<file path="src/rtl/s2p_rx.sv">
// Serial-to-parallel receiver: rebuilds MSB-first WIDTH-bit frames delimited by sync
// and queues finished words in a small valid/ready output FIFO.
module s2p_rx #(
    parameter int WIDTH = 8,
    parameter int DEPTH = 2
) (
    input  logic             clk,
    input  logic             reset_n,
    input  logic             data_in,
    input  logic             sync,
    output logic [WIDTH-1:0] data_out,
    output logic             valid,
    input  logic             ready,
    output logic             overflow,
    output logic             frame_err
);
    localparam int AW = $clog2(DEPTH);
    localparam int CW = $clog2(WIDTH + 1);

    typedef enum logic {IDLE, SHIFT} state_t;

    state_t           state_q, state_d;
    logic [CW-1:0]    cnt_q, cnt_d;
    logic [WIDTH-1:0] sh_q, sh_d;
    logic             push;
    logic             frame_err_q, frame_err_d;
    logic             overflow_q, overflow_d;

    logic [WIDTH-1:0] mem_q [DEPTH];
    logic [WIDTH-1:0] mem_d [DEPTH];
    logic [AW-1:0]    wr_ptr_q, wr_ptr_d, rd_ptr_q, rd_ptr_d;
    logic [AW:0]      count_q, count_d;
    logic             pop, full, wr_en;

    always_ff @(posedge clk or negedge reset_n) begin
        if (!reset_n) state_q <= IDLE;
        else          state_q <= state_d;
    end

    always_comb begin
        state_d = state_q;
        case (state_q)
            IDLE:    if (sync) state_d = SHIFT;
            SHIFT:   if (!sync && cnt_q == CW'(WIDTH - 1)) state_d = IDLE;
            default: state_d = IDLE;
        endcase
    end

    // The word pushed on completion is sh_d, i.e. it already contains the last bit.
    always_comb begin
        cnt_d       = cnt_q;
        sh_d        = sh_q;
        push        = 1'b0;
        frame_err_d = 1'b0;
        case (state_q)
            IDLE: begin
                if (sync) begin
                    sh_d  = {sh_q[WIDTH-2:0], data_in};
                    cnt_d = CW'(1);
                end
            end
            SHIFT: begin
                sh_d = {sh_q[WIDTH-2:0], data_in};
                if (sync) begin
                    frame_err_d = 1'b1;
                    cnt_d       = CW'(1);
                end else if (cnt_q == CW'(WIDTH - 1)) begin
                    push  = 1'b1;
                    cnt_d = '0;
                end else begin
                    cnt_d = cnt_q + CW'(1);
                end
            end
            default: ;
        endcase
    end

    assign valid = (count_q != '0);
    assign pop   = valid && ready;
    assign full  = (count_q == (AW+1)'(DEPTH));
    // A pop in the same cycle frees the slot, so a push into a full FIFO still lands.
    assign wr_en = push && (!full || pop);

    always_comb begin
        mem_d      = mem_q;
        if (wr_en) mem_d[wr_ptr_q] = sh_d;
        wr_ptr_d   = wr_ptr_q + AW'(wr_en);
        rd_ptr_d   = rd_ptr_q + AW'(pop);
        count_d    = count_q + (AW+1)'(wr_en) - (AW+1)'(pop);
        overflow_d = push && full && !pop;
    end

    always_ff @(posedge clk or negedge reset_n) begin
        if (!reset_n) begin
            cnt_q       <= '0;
            sh_q        <= '0;
            wr_ptr_q    <= '0;
            rd_ptr_q    <= '0;
            count_q     <= '0;
            overflow_q  <= 1'b0;
            frame_err_q <= 1'b0;
            for (int i = 0; i < DEPTH; i++) mem_q[i] <= '0;
        end else begin
            cnt_q       <= cnt_d;
            sh_q        <= sh_d;
            wr_ptr_q    <= wr_ptr_d;
            rd_ptr_q    <= rd_ptr_d;
            count_q     <= count_d;
            overflow_q  <= overflow_d;
            frame_err_q <= frame_err_d;
            mem_q       <= mem_d;
        end
    end

    assign data_out  = valid ? mem_q[rd_ptr_q] : '0;
    assign overflow  = overflow_q;
    assign frame_err = frame_err_q;
endmodule

</file>
<file path="config.mk">
export PLATFORM = sky130hd
export DESIGN_NAME = s2p_rx
export DESIGN_NICKNAME = d
export VERILOG_FILES = /design/src/rtl/s2p_rx.sv
export SDC_FILE = /design/constraint.sdc
export NUM_CORES = 1
export LEC_CHECK = 0
export ABC_AREA = 1
export CORE_ASPECT_RATIO = 2
export CORE_MARGIN = 4
export CORE_UTILIZATION = 30
export DETAILED_ROUTE_END_ITERATION = 10
export GPL_TIMING_DRIVEN = 0
export SKIP_CTS_REPAIR_TIMING = 1
export SYNTH_ARGS = -nofsm -noshare
export SYNTH_HDL_FRONTEND = slang
export SYNTH_SLANG_ARGS = --single-unit
</file>
<file path="constraint.sdc">
create_clock -name clk -period 4.9 [get_ports clk]
set_input_delay 0.98 -clock clk [delete_from_list [all_inputs] [get_ports clk]]
set_output_delay 0.98 -clock clk [all_outputs]
set_load 0.005 [all_outputs]
</file>
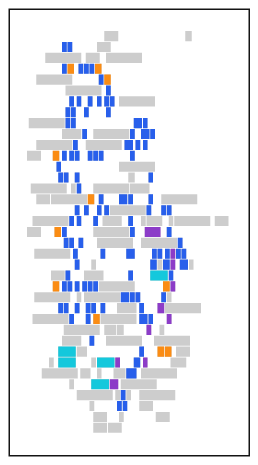
Figure 1: selected gate families.
Scale: 4 px per um.
Purple stands for NOR gates, cells 10. Cyan stands for adder and majority cells, cells 5. Orange stands for inverting AOI/OAI gates, cells 11. Blue stands for NAND gates, cells 108.
combinational share of cell area: 32.4%
Commonest Layout Cell: nand2_1
final cell count without fillers: 273

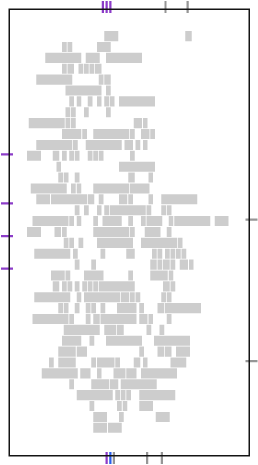
Figure 2: pin placement.
Scale: 4 px per um. Pins as bars across the die edge, other pins in grey.
Purple stands for `data_out`, pins 8, direction output, edge 4 left, 3 top, 1 bottom. Blue stands for `valid`, pins 1, direction output, edge bottom.
All pins by edge: 5 top, 5 bottom, 4 left, 2 right.
number of port buffers: 15
Die H: 111 um
die width: 59.6 um

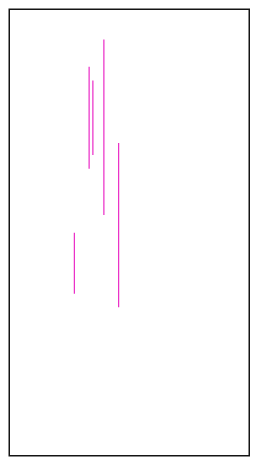
Figure 3: signal wires on met4.
Scale: 4 px per um.
The layer holds 4.4% of the routed length. The wires run mostly vertical. 4 nets have wire on it. The longest straight run is 43.5 um. The layer carries 143 um of wire.

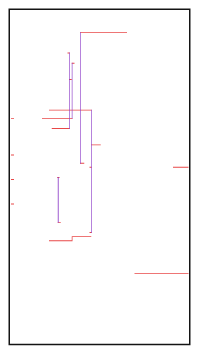
Figure 4: wiring by layer.
Scale: 3 px per um. Two of the layers only.
Purple stands for metal 4, wire length 143 um. Red stands for metal 3, wire length 92.7 um.
Via Count: 1264
WL final: 3.24 mm
global-route usage over all layers: 11.6%
wire per inst: 11.8 um

==> results.txt <==
flow finished, numbers: placed insts=266, synthesized area per cell=8.29 um2, synthesized area=1600 um2, minimum clock period=2850 ps, critical path data arrival time=1870 ps, critical path type=flip-flop to output pin, final-report setup violation count=0, Post-synth regs=35, synthesis-to-finish area growth=19.1%, worst path buffer plus inverter count=3, Avg Vias per Cell=4.63, chip area in the Yosys report=1600 um2, slowest cell on the critical path=clkdlybuf4s50_1, NumNets Final=225, Adder Share, Synth=3.91%, Row Count=37, Clk pwr share=23.7%, RR Startpoint=cnt_q[0], CTS Buf Count=5, pin count of the biggest net entering global routing=36, area fraction in mux cells=0%, r2r setup slk=2910 ps, Max Fclk=0.351 GHz, Top cells excl fill/tap=96 x nand2_1, 35 x dfrtp_1, 16 x inv_1, 14 x clkdlybuf4s50_1, 9 x a21oi_1, clk tree area frac=4.60%, Req. time, crit path=3920 ps, worst hold slack=481 ps, tool warnings=27, Buffers, non-clock=20, Critical Path Start=rd_ptr_q, yosys cell count=193, Hold Path Stages=2, share of cells above drive strength 1=10.7%, non-clk buf share=9.86%, cell type with the largest total area=dfrtp_1, Main power group=sequential cells, Worst Hold Endpoint=mem_q[2], starting density of the core=31.1%, Clock Sinks=35, Compound Share, Synth=3.44%, post-synthesis cell type count=20, Dominant cell area share=54.8%, Flops=35, total number of yosys warnings=0, synthesized instance count=193, Largest cell class=registers, H-tree Lvls=2, delay-heaviest family, CP=buffers and inverters, Comb power=0.264 mW, CTS tree=yes, flop share of the area=46.0%, yosys simple share=30.1%, Placement Setup Slack=2000 ps, utilization after layout=37.1%, post-synthesis net count=203, NetSw=0.284 mW, CP endpoint=data_out[0], clock-net power=0.209 mW, status=complete, no violations, Reg2Reg Capture Point=mem_q[15], Fin Clk Skew=8.67 ps, max-slew violation count=0, worst-path cell chain=buf_2 > inv_1 > nand2_1 > a21oi_1 > clkdlybuf4s50_1, Switching Share=32.2%, actual transition at the worst max-transition pin=780 ps, hold path startpoint=mem_q[2], FF+latch area=876 um2, RePlAce Congestion=0.806, Hold WC Path Type=flip-flop to flip-flop, VDD IR-drop max=0.249 mV, post-route ant nets=0, top cells, area=dfrtp_1 55%, nand2_1 23%, ha_1 3.9%, relative slew slack=48.0%, unrepaired setup endpoints after global routing=false, Non-clk invs=17, Synth Seq Share=54.8%, chip area=6630 um2, crit path max fanout=10, root buf cell=clkbuf_8, worst skew pair latency=280 ps, setup ws final=2050 ps, internal power=0.599 mW, Top logic family=simple AND/OR/NAND/NOR gates, initial antenna violation count=0, remaining global-route overflow=0
## synth_stat cells, drive strengths merged
| master | number |
|---|---|
| nand2 | 103 |
| dfrtp | 35 |
| inv | 17 |
| a21oi | 9 |
| nor2 | 9 |
| buf | 5 |
| ha | 5 |
| nand3 | 3 |
| o21ai | 2 |
| nand3b | 1 |
| nand4 | 1 |
| nor3 | 1 |
| xnor2 | 1 |
| xor2 | 1 |
## state kept, by name (all words and copies together), names as in the netlist
name / cells
wr_ptr_q: 1
frame_err: 1
count_q: 2
mem_q: 16
cnt_q: 4
sh_q: 8
overflow: 1
state_q: 1
rd_ptr_q: 1
## metal layers
layer,part of all wire [%],wire [um],GRT usage (%)
met1,38,1230,11.3
met2,55,1770,20.2
met3,2.8,92,2.68
met4,4.4,142,7.84
met5,0,0,0
Power and IR drop assume default switching activity.
